### config.mk
export PLATFORM = sky130hd
export DESIGN_NAME = tpfu_sequencer
export DESIGN_NICKNAME = d
export VERILOG_FILES = /design/src/rtl/tpfu_pkg.sv /design/src/rtl/tpfu_scoreboard.sv /design/src/rtl/tpfu_sequencer.sv
export SDC_FILE = /design/constraint.sdc
export NUM_CORES = 1
export LEC_CHECK = 0
export CAP_MARGIN = 40
export CELL_PAD_IN_SITES_DETAIL_PLACEMENT = 1
export CELL_PAD_IN_SITES_GLOBAL_PLACEMENT = 2
export CORE_MARGIN = 1
export CORE_UTILIZATION = 38
export CTS_BUF_LIST = sky130_fd_sc_hd__clkbuf_4
export DETAILED_ROUTE_END_ITERATION = 6
export DONT_BUFFER_PORTS = 1
export GPL_TIMING_DRIVEN = 0
export MAX_ROUTING_LAYER = met4
export PLACE_DENSITY_LB_ADDON = 0.1
export SLEW_MARGIN = 40
export SYNTH_ARGS = -nofsm -noshare
export SYNTH_HDL_FRONTEND = slang
export SYNTH_HIERARCHICAL = 1
export SYNTH_SLANG_ARGS = --single-unit
export TNS_END_PERCENT = 5
### constraint.sdc
create_clock -name clk -period 5.3 [get_ports clk]
set_input_delay 1.06 -clock clk [delete_from_list [all_inputs] [get_ports clk]]
set_output_delay 1.06 -clock clk [all_outputs]
set_load 0.03 [all_outputs]
### src/rtl/tpfu_pkg.sv
// tpfu_pkg: shared definitions for the TP-FU instruction sequencer.
//   Instruction word layout {opcode[23:18], dst[17:12], src1[11:6], src2/imm[5:0]},
//   opcode class decode helpers, default FU latency and sequencer state encoding.
package tpfu_pkg;

   localparam int INST_W   = 24;
   localparam int OPC_LSB  = 18;
   localparam int DST_LSB  = 12;
   localparam int SRC1_LSB = 6;
   localparam int SRC2_LSB = 0;

   localparam int ALU_LAT_DEFAULT = 4;

   // opcode[2:0] classes: 000 NOP, 001..011 reg ops, 100 reserved, 101..111 imm ops
   localparam logic [2:0] CLS_NOP  = 3'b000;
   localparam logic [2:0] CLS_RSVD = 3'b100;

   typedef logic [1:0] state_t;
   localparam state_t ST_IDLE  = 2'd0;
   localparam state_t ST_ISSUE = 2'd1;
   localparam state_t ST_DRAIN = 2'd2;

   // Every non-NOP, non-reserved class produces a register result.
   function automatic logic op_writes(input logic [2:0] cls);
      return (cls != CLS_NOP) && (cls != CLS_RSVD);
   endfunction

   // src1 is read by exactly the classes that write.
   function automatic logic op_reads_src1(input logic [2:0] cls);
      return (cls != CLS_NOP) && (cls != CLS_RSVD);
   endfunction

   // src2 is a register only for reg ops; for imm ops the field is a literal.
   function automatic logic op_reads_src2(input logic [2:0] cls);
      return (cls[2] == 1'b0) && (cls != CLS_NOP);
   endfunction

endpackage

### src/rtl/tpfu_scoreboard.sv
// tpfu_scoreboard: tracks in-flight writing instructions of the FU pipeline.
//   clk, rst            clock, synchronous active-high reset (cancels all in-flight entries)
//   issue_v/issue_wr    instruction on the FU input this cycle / it writes a register
//   issue_dst           its destination register
//   chk_src1/chk_src2   sources of the fetched (candidate) instruction
//   chk_rd1/chk_rd2     which of those sources are actually read
//   hazard              candidate must not issue this cycle
//   drained             nothing in flight except a retiring entry
//   wb_en/wb_addr       regfile writeback of the retiring entry
module tpfu_scoreboard
   import tpfu_pkg::*;
#(
   parameter int RF_AW   = 6,
   parameter int ALU_LAT = ALU_LAT_DEFAULT
) (
   input  logic             clk,
   input  logic             rst,
   input  logic             issue_v,
   input  logic             issue_wr,
   input  logic [RF_AW-1:0] issue_dst,
   input  logic [RF_AW-1:0] chk_src1,
   input  logic [RF_AW-1:0] chk_src2,
   input  logic             chk_rd1,
   input  logic             chk_rd2,
   output logic             hazard,
   output logic             drained,
   output logic             wb_en,
   output logic [RF_AW-1:0] wb_addr
);

   logic [ALU_LAT-1:0] sb_vld;
   logic [RF_AW-1:0]   sb_dst [ALU_LAT];

   always_ff @(posedge clk) begin
      if (rst) begin
         sb_vld <= '0;
         for (int k = 0; k < ALU_LAT; k++) sb_dst[k] <= '0;
      end else begin
         sb_vld[0] <= issue_v && issue_wr;
         sb_dst[0] <= issue_dst;
         for (int k = 1; k < ALU_LAT; k++) begin
            sb_vld[k] <= sb_vld[k-1];
            sb_dst[k] <= sb_dst[k-1];
         end
      end
   end

   // A candidate issued now reaches the FU one cycle later, so a producer only
   // blocks while it is more than one cycle from retiring. That gives the
   // instruction on the FU input plus stages 0..ALU_LAT-3; stage ALU_LAT-2
   // retires in the same cycle the consumer reaches the FU.
   always_comb begin
      hazard = 1'b0;
      if (ALU_LAT >= 2 && issue_v && issue_wr) begin
         if ((chk_rd1 && chk_src1 == issue_dst) || (chk_rd2 && chk_src2 == issue_dst))
            hazard = 1'b1;
      end
      for (int k = 0; k + 3 <= ALU_LAT; k++) begin
         if (sb_vld[k] &&
             ((chk_rd1 && chk_src1 == sb_dst[k]) || (chk_rd2 && chk_src2 == sb_dst[k])))
            hazard = 1'b1;
      end
   end

   // The retiring stage is excluded so done lands one cycle after the last writeback.
   always_comb begin
      drained = !issue_v;
      for (int k = 0; k + 2 <= ALU_LAT; k++) begin
         if (sb_vld[k]) drained = 1'b0;
      end
   end

   assign wb_en   = sb_vld[ALU_LAT-1];
   assign wb_addr = sb_dst[ALU_LAT-1];

endmodule

### src/rtl/tpfu_sequencer.sv
// tpfu_sequencer: programmable instruction sequencer in front of the TP-FU datapath.
//   clk, rst     clock, synchronous active-high reset
//   prog_we/prog_addr/prog_data   IMEM write port (honoured only while idle)
//   prog_len     instructions per batch, sampled on an accepted start
//   start        begin batch (pulse)
//   busy         batch in progress
//   done         one-cycle pulse after the last writeback of a batch
//   inst_o/inst_v   registered instruction to FU decode and its valid
//   wb_en/wb_addr   regfile writeback of the retiring instruction
//
// state    | meaning
// ---------+---------------------------------------------------------
// ST_IDLE  | waiting for start; IMEM writable
// ST_ISSUE | fetching IMEM[pc], issuing one instruction per hazard-free cycle
// ST_DRAIN | all issued, waiting for in-flight writebacks to retire
module tpfu_sequencer
   import tpfu_pkg::*;
#(
   parameter int IMEM_AW = 4,
   parameter int RF_AW   = 6,
   parameter int ALU_LAT = ALU_LAT_DEFAULT
) (
   input  logic               clk,
   input  logic               rst,
   input  logic               prog_we,
   input  logic [IMEM_AW-1:0] prog_addr,
   input  logic [23:0]        prog_data,
   input  logic [IMEM_AW:0]   prog_len,
   input  logic               start,
   output logic               busy,
   output logic               done,
   output logic [23:0]        inst_o,
   output logic               inst_v,
   output logic               wb_en,
   output logic [RF_AW-1:0]   wb_addr
);

   localparam int               DEPTH   = 2 ** IMEM_AW;
   localparam logic [IMEM_AW:0] DEPTH_L = (IMEM_AW + 1)'(DEPTH);

   logic [INST_W-1:0]  imem [DEPTH];
   logic [INST_W-1:0]  fetch;
   state_t             state;
   logic [IMEM_AW-1:0] pc;
   logic [IMEM_AW:0]   len;
   logic               last;
   logic               hazard;
   logic               drained;

   always_ff @(posedge clk) begin
      if (prog_we && state == ST_IDLE) imem[prog_addr] <= prog_data;
   end

   assign fetch = imem[pc];
   assign last  = ({1'b0, pc} == len - (IMEM_AW + 1)'(1));
   assign busy  = (state != ST_IDLE);

   always_ff @(posedge clk) begin
      if (rst) begin
         state  <= ST_IDLE;
         pc     <= '0;
         len    <= '0;
         done   <= 1'b0;
         inst_v <= 1'b0;
         inst_o <= '0;
      end else begin
         done   <= 1'b0;
         inst_v <= 1'b0;
         case (state)
            ST_IDLE: begin
               if (start) begin
                  if (prog_len == '0) begin
                     done <= 1'b1;
                  end else begin
                     state <= ST_ISSUE;
                     pc    <= '0;
                     len   <= (prog_len > DEPTH_L) ? DEPTH_L : prog_len;
                  end
               end
            end
            ST_ISSUE: begin
               if (!hazard) begin
                  inst_o <= fetch;
                  inst_v <= 1'b1;
                  // pc stays on the final entry rather than wrapping
                  if (last) state <= ST_DRAIN;
                  else      pc    <= pc + (IMEM_AW)'(1);
               end
            end
            ST_DRAIN: begin
               if (drained) begin
                  state <= ST_IDLE;
                  done  <= 1'b1;
               end
            end
            default: state <= ST_IDLE;
         endcase
      end
   end

   tpfu_scoreboard #(
      .RF_AW   (RF_AW),
      .ALU_LAT (ALU_LAT)
   ) u_scoreboard (
      .clk       (clk),
      .rst       (rst),
      .issue_v   (inst_v),
      .issue_wr  (op_writes(inst_o[OPC_LSB +: 3])),
      .issue_dst (inst_o[DST_LSB +: RF_AW]),
      .chk_src1  (fetch[SRC1_LSB +: RF_AW]),
      .chk_src2  (fetch[SRC2_LSB +: RF_AW]),
      .chk_rd1   (op_reads_src1(fetch[OPC_LSB +: 3])),
      .chk_rd2   (op_reads_src2(fetch[OPC_LSB +: 3])),
      .hazard    (hazard),
      .drained   (drained),
      .wb_en     (wb_en),
      .wb_addr   (wb_addr)
   );

endmodule

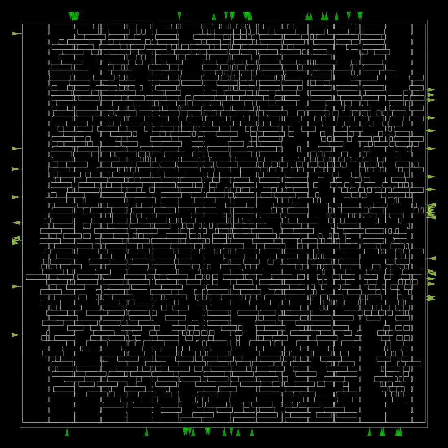
(run_1/placed.png)
sequential share of cell area: 0.627
Rows: 78
CORE AREA: 45500 um^2

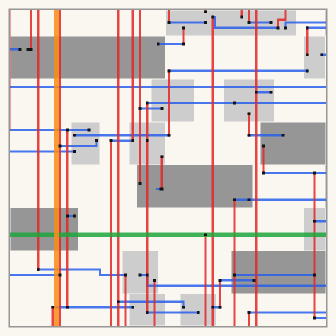
(run_1/closeup.png)
Region (153, 153) to (173, 173) um. Cells in gray, sequential cells in the stronger gray; small squares are vias.
Key: M3 = green; M1 = blue; M2 = red; M4 = orange
15 logic cells have their middle in the window. Most frequent: dfxtp_1 (4), nor2b_1 (4), clkbuf_4 (2). Sequential cells in the window: 5. Netlist names of flops here include u_scoreboard/sb_dst (3).

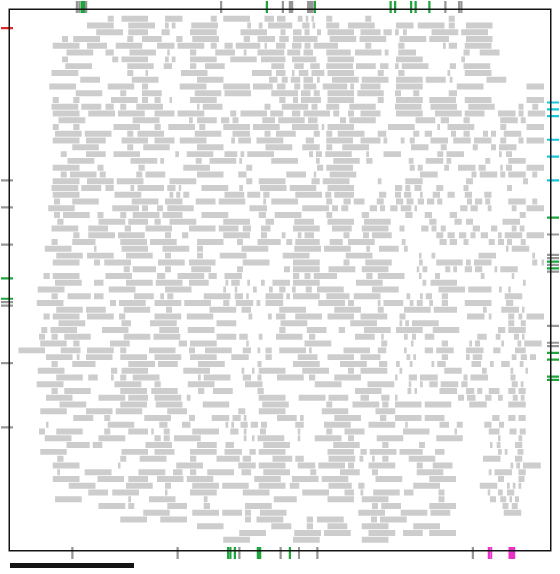
(run_1/pinout.png)
Bar = 50 um. Pins as bars across the die edge, other pins in gray.
Key: inst_o = green [pins 24, direction output, edge 9 top, 7 right, 6 bottom, 2 left]; clk = red [pins 1, direction input, edge left]; wb_addr = cyan [pins 6, direction output, edge right]; prog_len = magenta [pins 5, direction input, edge bottom]
All pins by edge: 22 top, 21 right, 18 bottom, 10 left.

==> results.toml, run 1 <==
# flow metrics
[detailed_routing]
first_pass_iters = 5
detail-route-antenna-nets = 0
drc = 0
num_vias = 9291
drt_iter0_markers = 616
routed_wl_um = 47300

[finish]
fin_cells = 1775
clockNetworkAreaShare = 0.0763
fin_area_um2 = 20600
dominant_cells = "registers"
nClkBuffers = 187
layout-drive-gt1-share = 0.333
nFillCells = 4409
buffer_area_frac = 0.0406
sh_comb_area = 0.219
fin_nets = 1112
buffers = 82
num-multi-input-gates = 412

[placement]
place_hpwl_um = 31900
numPortBuffers = 0
gp_congestion = 0.747
numPlacedInstances = 1552
placed_area_um2 = 19000

[clock_network]
cts_setup_buffers = 0
cts.sinks = 453
clk_pin_slew_ps = 60
clockBufferDepth = 3
h-tree-depth = 3
clk_latency_ps = 850
hold_buffers = 0
cts-root-buf = "clkbuf_4"

[critical_path]
ff2ff_setup_slack_ps = 420
startpoint_type = "flop"
critPathMaxFanout = 10
cp-end-kind = "flop"
cp.required_ps = 6040
cpMaxStageDelayCell = "a21oi_1"
reg2regPathDepth = 13
critPathTopFamily = "buffers and inverters"
crit_buf_inv = 3
cpPeakStageDelay_ps = 670
cp.arrival_ps = 5620
worstPathCellList = "clkbuf_1 > buf_1 > nor2_1 > a21oi_1 > xnor2_1 > nand4_1 > nor4_2 > nor2_1 > o211ai_1 > or3b_1 > nor3_1 > clkbuf_1 > a221o_1"

[run_status]
status = "finished, final reports clean"

[power]
seqPwrFrac = 0.539
intPower_uw = 5690
total_power_uw = 7370
comb_power_share = 0.041
swShare = 0.227
power_switching_uw = 1670
power_frac_clock = 0.420
ir_worst_vdd_uv = 152

[timing]
holdWs_ps = 294
fmax_mhz = 205
drv_slew = 0
fin_setup_tns_ps = 0
timing.final.hold_violations = 0
rsz0062_at_grt = "no"
skew_ps = 49.6
slew_headroom = 0.413
period_minus_slack_ps = 4880
setup_slack_ps = 423
setup_violations = 0

[floorplan]
die_w_um = 217
initCoreUtil = 0.386
boundaryPins = 71
taps = 600
chipHeight_um = 217
chipArea_um2 = 47100

[hold_path]
hold_path_class = "input port to flop"
min_to = "u_scoreboard/sb_vld[2]"
holdPathStages = 1
holdCritStartpoint = "rst"

[synth]
ys_types = 49
ys_cells = 911
syn_avg_cell_area_um2 = 19.3
edf_count = 384
ys_async_sr_fraction = 0
yosysMostFrequentCell = "edfxtp_1"
floorplan.nets = 950
synth-main-ff-cell = "edfxtp_1"
top_area_frac = 0.656
yosys_area_um2 = 17600
netlist_instances = 911
topCellsByArea = "edfxtp_1 66%, mux4_2 11%, dfxtp_1 7.9%"
yosysTopAreaCell = "edfxtp_1"
yosys_warnings = 6

[run]
max_cap_violations = 0
tool_warnings = 26

[global_route]
antenna_found_initial = 1
grt_use_total = 0.213
first_global_vias = 10176
grt_pass1_wl_um = 68600
[run 1: cell families after synthesis]
| logic type | after synthesis | share of synthesized area |
|---|---|---|
| AND-OR/OR-AND | 68 | 0.0261 |
| flip-flops | 453 | 0.735 |
| multiplexers | 145 | 0.155 |
| XOR/XNOR | 41 | 0.0204 |
| AND/OR/NAND/NOR | 156 | 0.0464 |
| buffers and inverters | 46 | 0.0159 |
| adder cells (fa/ha/maj) | 2 | 0.00142 |
[run 1: layer usage]
metal	part of all wire	global-route usage	vias to the layer above
li1	-	-	4100
met3	0.048	0.0478	61
met4	0.019	0.0735	0
met2	0.49	0.343	228
met1	0.44	0.267	4902
met5	0	-	-
[run 1: sequential cells by signal, summed over array words and instances, names as in the netlist, 2 cells and up, named ones only]
signal	flops
imem	384
inst_o	24
len	5
pc	4
state	2
u_scoreboard/sb_dst	24
u_scoreboard/sb_vld	4
[run 1: power groups by stage]
stage / Clock (uW) / Sequential, uW / Combinational [uW]
after floorplan: 0 / 4040 / 205
after global placement: 0 / 4050 / 287
after detailed placement: 0 / 4050 / 308
after CTS: 3200 / 3970 / 309
after global routing: 3360 / 3980 / 326
final: 3090 / 3970 / 302
[run 1: placed cells by master, fill, tap and decap left out, types with 12 or more instances in the layout]
| cell type | instances |
|---|---|
| edfxtp_1 | 384 |
| clkbuf_4 | 187 |
| mux4_2 | 82 |
| dfxtp_1 | 69 |
| nor2_1 | 44 |
| mux2i_1 | 34 |
| nor2b_1 | 32 |
| clkinv_1 | 25 |
| a21oi_1 | 24 |
| xor2_1 | 22 |
| buf_2 | 20 |
| xnor2_1 | 19 |
| mux2_2 | 15 |
| nand2_1 | 15 |
| mux4_1 | 14 |
| buf_4 | 13 |
| nor2_4 | 12 |
| a221o_1 | 12 |
| buf_8 | 12 |
==> run_1/util_map.png <==
22 x 22 tiles, from white (low) to dark blue (high), 0 to 100% covered.
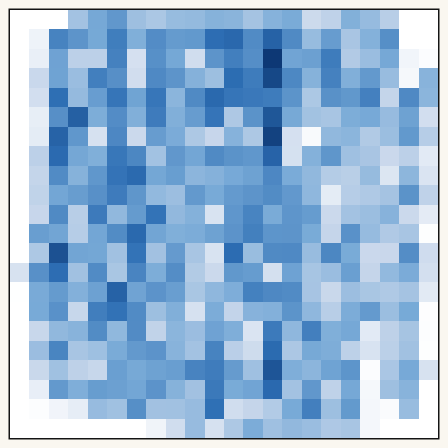

--- run 2 (diff from run 1) ---
--- a/config.mk
+++ b/config.mk
@@ -11,12 +11,12 @@
 export CORE_MARGIN = 1
 export CORE_UTILIZATION = 38
 export CTS_BUF_LIST = sky130_fd_sc_hd__clkbuf_4
+export CTS_CLUSTER_DIAMETER = 30
 export DETAILED_ROUTE_END_ITERATION = 6
 export DONT_BUFFER_PORTS = 1
 export GPL_TIMING_DRIVEN = 0
 export MAX_ROUTING_LAYER = met4
 export PLACE_DENSITY_LB_ADDON = 0.1
-export SLEW_MARGIN = 40
 export SYNTH_ARGS = -nofsm -noshare
 export SYNTH_HDL_FRONTEND = slang
 export SYNTH_HIERARCHICAL = 1
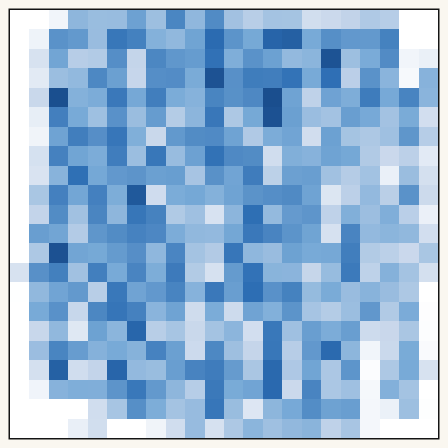
(run_2/util_map.png)
22 x 22 tiles, from white (low) to dark blue (high), 0 to 100% covered.
8.7% of the tiles are nearly empty. The densest ninth of the die: top center. The mean over all tiles is 42%. The fullest tile reaches 88%. 3.5% of the tiles are over 75% full.

==> run 2 against run 1 <==
Hold slack got worse by 19 ps. Sequential share of layout area is 0.43 points lower. Clock power rose by 7.1%. Routed wire length down 0.51%. Cell area is 0.69% higher. Highest routed layer unchanged.
==> results.toml, run 2 <==
# flow metrics
[detailed_routing]
routed_wl_um = 47100
drc = 0
num_vias = 9338
detail-route-antenna-nets = 0

[synth]
edf_count = 384
netlist_instances = 911
synth_simple_gate_area_share = 0.0464
ys_cells = 911
ys_sh_adder = 0.00142
floorplan.nets = 950
ys_async_sr_fraction = 0
topCellsByArea = "edfxtp_1 66%, mux4_2 11%, dfxtp_1 7.9%"
ys_types = 49
yosys.area_share.aoi = 0.0261
yosysMostFrequentCell = "edfxtp_1"
top_area_frac = 0.656
yosys.area_share.xor_xnor = 0.0204
yosys_warnings = 6

[hold_path]
min_to = "u_scoreboard/sb_dst[3][1]"
hold_path_class = "input port to flop"
holdPathStages = 1
holdCritStartpoint = "rst"

[finish]
fin_cells = 1778
layout-drive-gt1-share = 0.326
lay_top_cells = "384 x edfxtp_1, 178 x clkbuf_4, 82 x mux4_2, 69 x dfxtp_1, 44 x nor2_1"
reg_top3 = "imem x384, inst_o x24, u_scoreboard/sb_dst x24"
fin_area_um2 = 20700
nFillCells = 4409

[run]
tool_warnings = 26

[timing]
setup_violations = 0
timing.final.hold_violations = 0
fin_setup_tns_ps = 0
period_minus_slack_ps = 4710
rsz0062_at_grt = "no"
slew_headroom = 0.369
drv_slew = 0

[clock_network]
cts_setup_buffers = 0
h-tree-depth = 3
cts-root-buf = "clkbuf_4"
clk_latency_ps = 870
clockBufferDepth = 3
cts.sinks = 453

[floorplan]
initCoreUtil = 0.386
chipHeight_um = 217
core_um2 = 45500
boundaryPins = 71
die_w_um = 217

[placement]
placed_area_um2 = 19000
numPlacedInstances = 1550
numPortBuffers = 0

[run_status]
status = "finished, final reports clean"

[power]
ir_worst_vdd_uv = 169

[global_route]
grt_pass1_wl_um = 68000
first_global_vias = 10027
antenna_found_initial = 2
use_met3 = 0.0461

[critical_path]
ff2ff_setup_slack_ps = 590
cp-end-kind = "flop"
cp.arrival_ps = 5480
critPathMaxFanout = 10
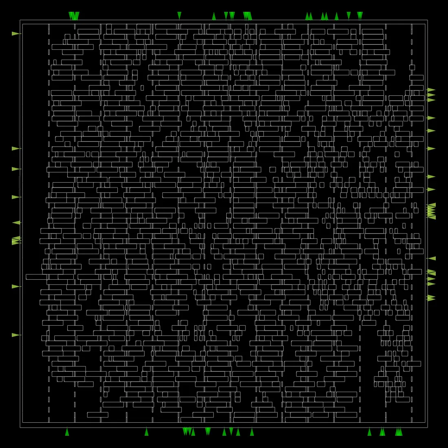
(run_2/placed.png)
sequential share of cell area: 0.622
Flops: 453
Tap Count: 600

## run 2: cell counts after synthesis
Identical to the previous run, type by type.
## run 2: cell families after synthesis
| family | Yosys count |
|---|---|
| flops | 453 |
| xor+xnor | 41 |
| buf+inv | 46 |
| mux | 145 |
| simple gates | 156 |
| compound gates | 68 |
| fa+ha+maj | 2 |
## run 2: per-layer routing
layer / vias up / part of all wire
met3: 78 / 0.051
met1: 4897 / 0.44
met4: 0 / 0.022
met2: 250 / 0.49
li1: 4113 / -
met5: - / 0
## run 2: area by class of cell
cell class              count  share of cell area
clock buffers             178              0.0644
inverters                   5            0.000905
clock inverters            48              0.0176
flip-flops and latches    453               0.622
well taps                 600              0.0362
repair buffers             39              0.0284
diodes                      2            0.000241
plain buffers              41              0.0127
multi-input cells         412               0.217
## run 2: report_power, final
| part | switching [uW] | internal, uW |
|---|---|---|
| registers | 58.9 | 3910 |
| logic | 169 | 135 |
| clock network | 1470 | 1840 |
| total | 1700 | 5890 |
## run 2: worst max-delay path, stage by stage, from the launching register on
cell and delay, ps:
dfxtp_1 300, buf_2 200, buf_2 300, buf_2 390
mux4_2 360, mux2i_1 270, a21oi_1 310, xnor2_1 220
nand4_1 140, nor4_2 50, nor2_1 170, o211ai_1 210
or3b_1 520, nor3_1 310, clkbuf_1 590, a221o_1 260
## run 2: repair_timing
| item | CTS | global route |
|---|---|---|
| setup endpoints to repair | 0 | 10 |
| gates resized | 0 | 8 |
| hold buffers | 0 | 0 |
## run 2: worst max path at each step
stage	end	slack [ps]	cells after the start	startpoint
floorplan	imem[0][0]	1700	2	prog_addr[1]
global placement	imem[0][4]	-1150	4	state[0]
detailed placement	inst_o[20]	130	14	flop
CTS	inst_o[20]	60	14	flop
global route	inst_o[11]	290	16	flop
finish	inst_o[5]	590	15	flop
==> run_2/pinout.png <==
Bar = 50 um. Pins as bars across the die edge, other pins in gray.
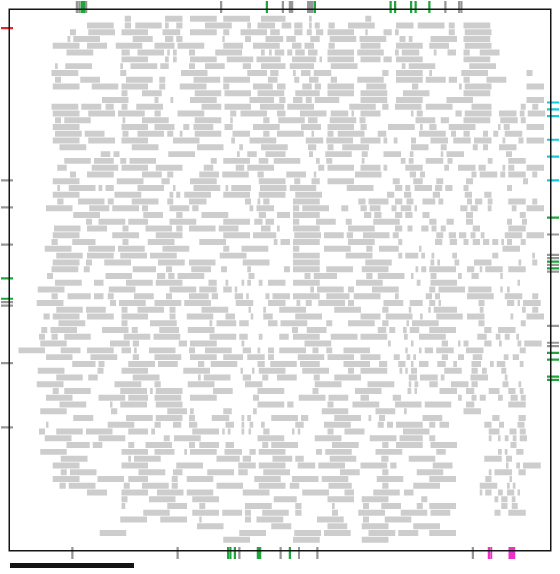

--- run 3 (diff from run 2) ---
--- a/config.mk
+++ b/config.mk
@@ -17,8 +17,8 @@
 export GPL_TIMING_DRIVEN = 0
 export MAX_ROUTING_LAYER = met4
 export PLACE_DENSITY_LB_ADDON = 0.1
+export RECOVER_POWER = 50
 export SYNTH_ARGS = -nofsm -noshare
 export SYNTH_HDL_FRONTEND = slang
 export SYNTH_HIERARCHICAL = 1
 export SYNTH_SLANG_ARGS = --single-unit
-export TNS_END_PERCENT = 5
==> constraint.sdc (replaced) <==
create_clock -name clk -period 5.3 [get_ports clk]
set_input_delay 1.06 -clock clk [delete_from_list [all_inputs] [get_ports clk]]
set_output_delay 1.06 -clock clk [all_outputs]
set_load 0.1 [all_outputs]
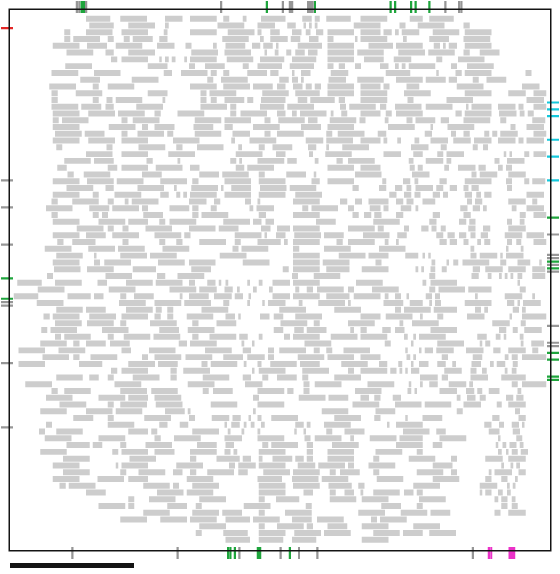
(run_3/pinout.png)
Bar = 50 um. Pins as bars across the die edge, other pins in gray.
Key: prog_len = magenta [pins 5, direction input, edge bottom]; clk = red [pins 1, direction input, edge left]; inst_o = green [pins 24, direction output, edge 9 top, 7 right, 6 bottom, 2 left]; wb_addr = cyan [pins 6, direction output, edge right]

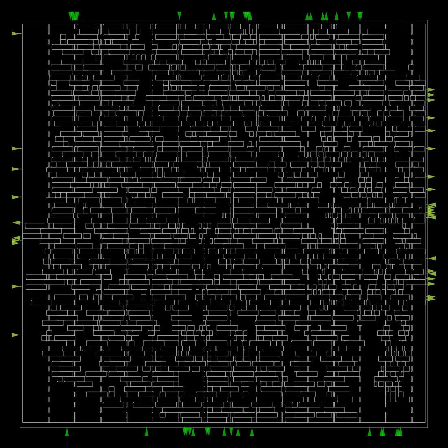
(run_3/placed.png)
Finished Layout Cells: 1821
sequential share of cell area: 0.601

==> run 3 against run 2 <==
The run now ends with capacitance limit, slew limit left. Sequential share of layout area is 2.1 points lower. Final cell count is 2.4% higher. Routed wire length is 1.1% higher.
==> results.toml, run 3 <==
# flow metrics
[timing]
fin_setup_tns_ps = 0
rsz0062_at_grt = "no"
tightest_slew_ps = 1590
slew_headroom = -0.0672
fin_crit_sh = 0.924
drv_slew = 10
period_minus_slack_ps = 4900
setup_violations = 0
fmax_mhz = 204
timing.final.hold_violations = 0
holdWs_ps = 207
skew_ps = 42.8

[clock_network]
cts.sinks = 453
cts_setup_buffers = 0
clk_pin_slew_ps = 70
cts-root-buf = "clkbuf_4"
cts_made_buffers = 133
clockBufferDepth = 3
clk_latency_ps = 940
h-tree-depth = 4
cts-resized-gates = 0
hold_buffers = 0
cts_tree = "yes"

[detailed_routing]
wl_per_cell_um = 26.1
via_per_inst = 5.20
wl_met2_um = 23200
routed_wl_um = 47600
drt_iter0_markers = 640
dr.max_layer_used = "met4"
wl_met1_um = 20800
route.met3.wl_um = 2460
first_pass_iters = 5
drc = 0
num_vias = 9476
detail-route-antenna-nets = 0

[synth]
floorplan.nets = 950
yosys_area_um2 = 17600
top_cells_by_count = "384 x edfxtp_1, 82 x mux4_2, 69 x dfxtp_1"
netlist_instances = 911
yosysMostFrequentCell = "edfxtp_1"
topCellsByArea = "edfxtp_1 66%, mux4_2 11%, dfxtp_1 7.9%"
postSynthSeqShare = 0.735
netlist_area_um2 = 17600
edf_count = 384
synth_flops = 453
top_area_frac = 0.656
yosys_warnings = 6
syn_avg_cell_area_um2 = 19.3
yosysTopAreaCell = "edfxtp_1"
synth-main-ff-cell = "edfxtp_1"
ys_async_sr_fraction = 0
ys_cells = 911
ys_types = 49

[run]
max_cap_violations = 1
tool_warnings = 27

[global_route]
grt_pass1_wl_um = 69600
use_met1 = 0.271
grt_use_total = 0.219
met2_usage = 0.339
grt_overflow = 0
antenna_found_initial = 2
top_usage_layer = "met2"
first_global_vias = 10391
grt_max_degree = 18
use_met3 = 0.0660

[placement]
gp_congestion = 0.747
numPlacedInstances = 1583
numPortBuffers = 0
place_hpwl_um = 31900

[finish]
syn2layout_area_growth_pct = 22.3
fin_nets = 1158
reg_top3 = "imem x384, inst_o x24, u_scoreboard/sb_dst x24"
largest_register = "imem"
utilization = 0.472
layout-drive-gt1-share = 0.351
largest_reg_flops = 384
final_common_cell = "edfxtp_1"
lay_top_cells = "384 x edfxtp_1, 201 x clkbuf_4, 82 x mux4_2, 69 x dfxtp_1, 46 x nor2_1"

[floorplan]
core_um2 = 45500
boundaryPins = 71
chipArea_um2 = 47100
die_w_um = 217
initCoreUtil = 0.386
rows = 78
chipHeight_um = 217

[critical_path]
critPathMaxFanout = 10
crit_buf_inv = 3
worstPathCellList = "clkbuf_1 > buf_1 > nor2_1 > a21oi_1 > xnor2_1 > nand4_1 > nor4_2 > nor2_1 > o211ai_1 > or3b_1 > nor3_1 > clkbuf_1 > a221o_1"
critPathTopFamily = "buffers and inverters"
cpMaxStageDelayCell = "a21oi_1"
cp.arrival_ps = 5750
r2r_end = "inst_o[5]"
crit_cells = 13
critPathKind = "flop to flop"
cpPeakStageDelay_ps = 670
ff2ff_setup_slack_ps = 400
cp-end-kind = "flop"
setup.worst_path.end = "inst_o[5]"
startpoint_type = "flop"
cp.required_ps = 6150
reg2regPathDepth = 13

[power]
total_power_uw = 7760
leakage_uw = 0.00710
ir_worst_vdd_uv = 159
power_density_nw_per_um2 = 361

[run_status]
failed_checks = "capacitance limit, slew limit"
status = "complete, but fails checks"

[hold_path]
hold_path_class = "input port to flop"
run 3: power breakdown:
| group | internal [uW] | leakage (uW) | switching [uW] |
|---|---|---|---|
| clock network | 1880 | 0.00104 | 1470 |
| logic | 191 | 0.00203 | 268 |
| registers | 3920 | 0.00402 | 41.8 |
| total | 5980 | 0.00710 | 1780 |
run 3: cell families after synthesis:
logic type / after synthesis / synth area share
AOI/OAI and AO/OA: 68 / 0.0261
xor gates and xnor gates: 41 / 0.0204
adders and majority gates: 2 / 0.00142
buffers and inverters: 46 / 0.0159
DFF: 453 / 0.735
muxes: 145 / 0.155
and+or+nand+nor: 156 / 0.0464
run 3: stage by stage:
stage	instance area, um^2	setup WS [ps]
global placement	18300	-1150
finish	21500	403
CTS	21500	63.4
detailed placement	19800	104
floorplan	17600	1700
global route	21500	138
run 3: worst min-delay path by stage:
stage,from,to,slack [ps],depth (start not counted)
2_1_floorplan,u_scoreboard/sb_dst[2][0],u_scoreboard/sb_dst[3][0],410,1
3_3_place_gp,u_scoreboard/sb_dst[2][4],u_scoreboard/sb_dst[3][4],420,1
3_5_place_dp,u_scoreboard/sb_dst[2][4],u_scoreboard/sb_dst[3][4],420,1
4_1_cts,rst,u_scoreboard/sb_vld[2],80,1
5_1_grt,rst,u_scoreboard/sb_dst[2][5],80,1
6_report,rst,u_scoreboard/sb_dst[3][5],210,1
run 3: layout make-up:
cell class / instances / area, um^2
plain buffers: 41 / 260
clock inverters: 33 / 225
repair buffers: 73 / 1330
flip-flops and latches: 453 / 12900
inverters: 5 / 18.8
well taps: 600 / 751
fillers: 4384 / 24000
diodes: 3 / 7.51
clock buffers: 201 / 1510
multi-input cells: 412 / 4470
Power and IR drop assume default switching activity.
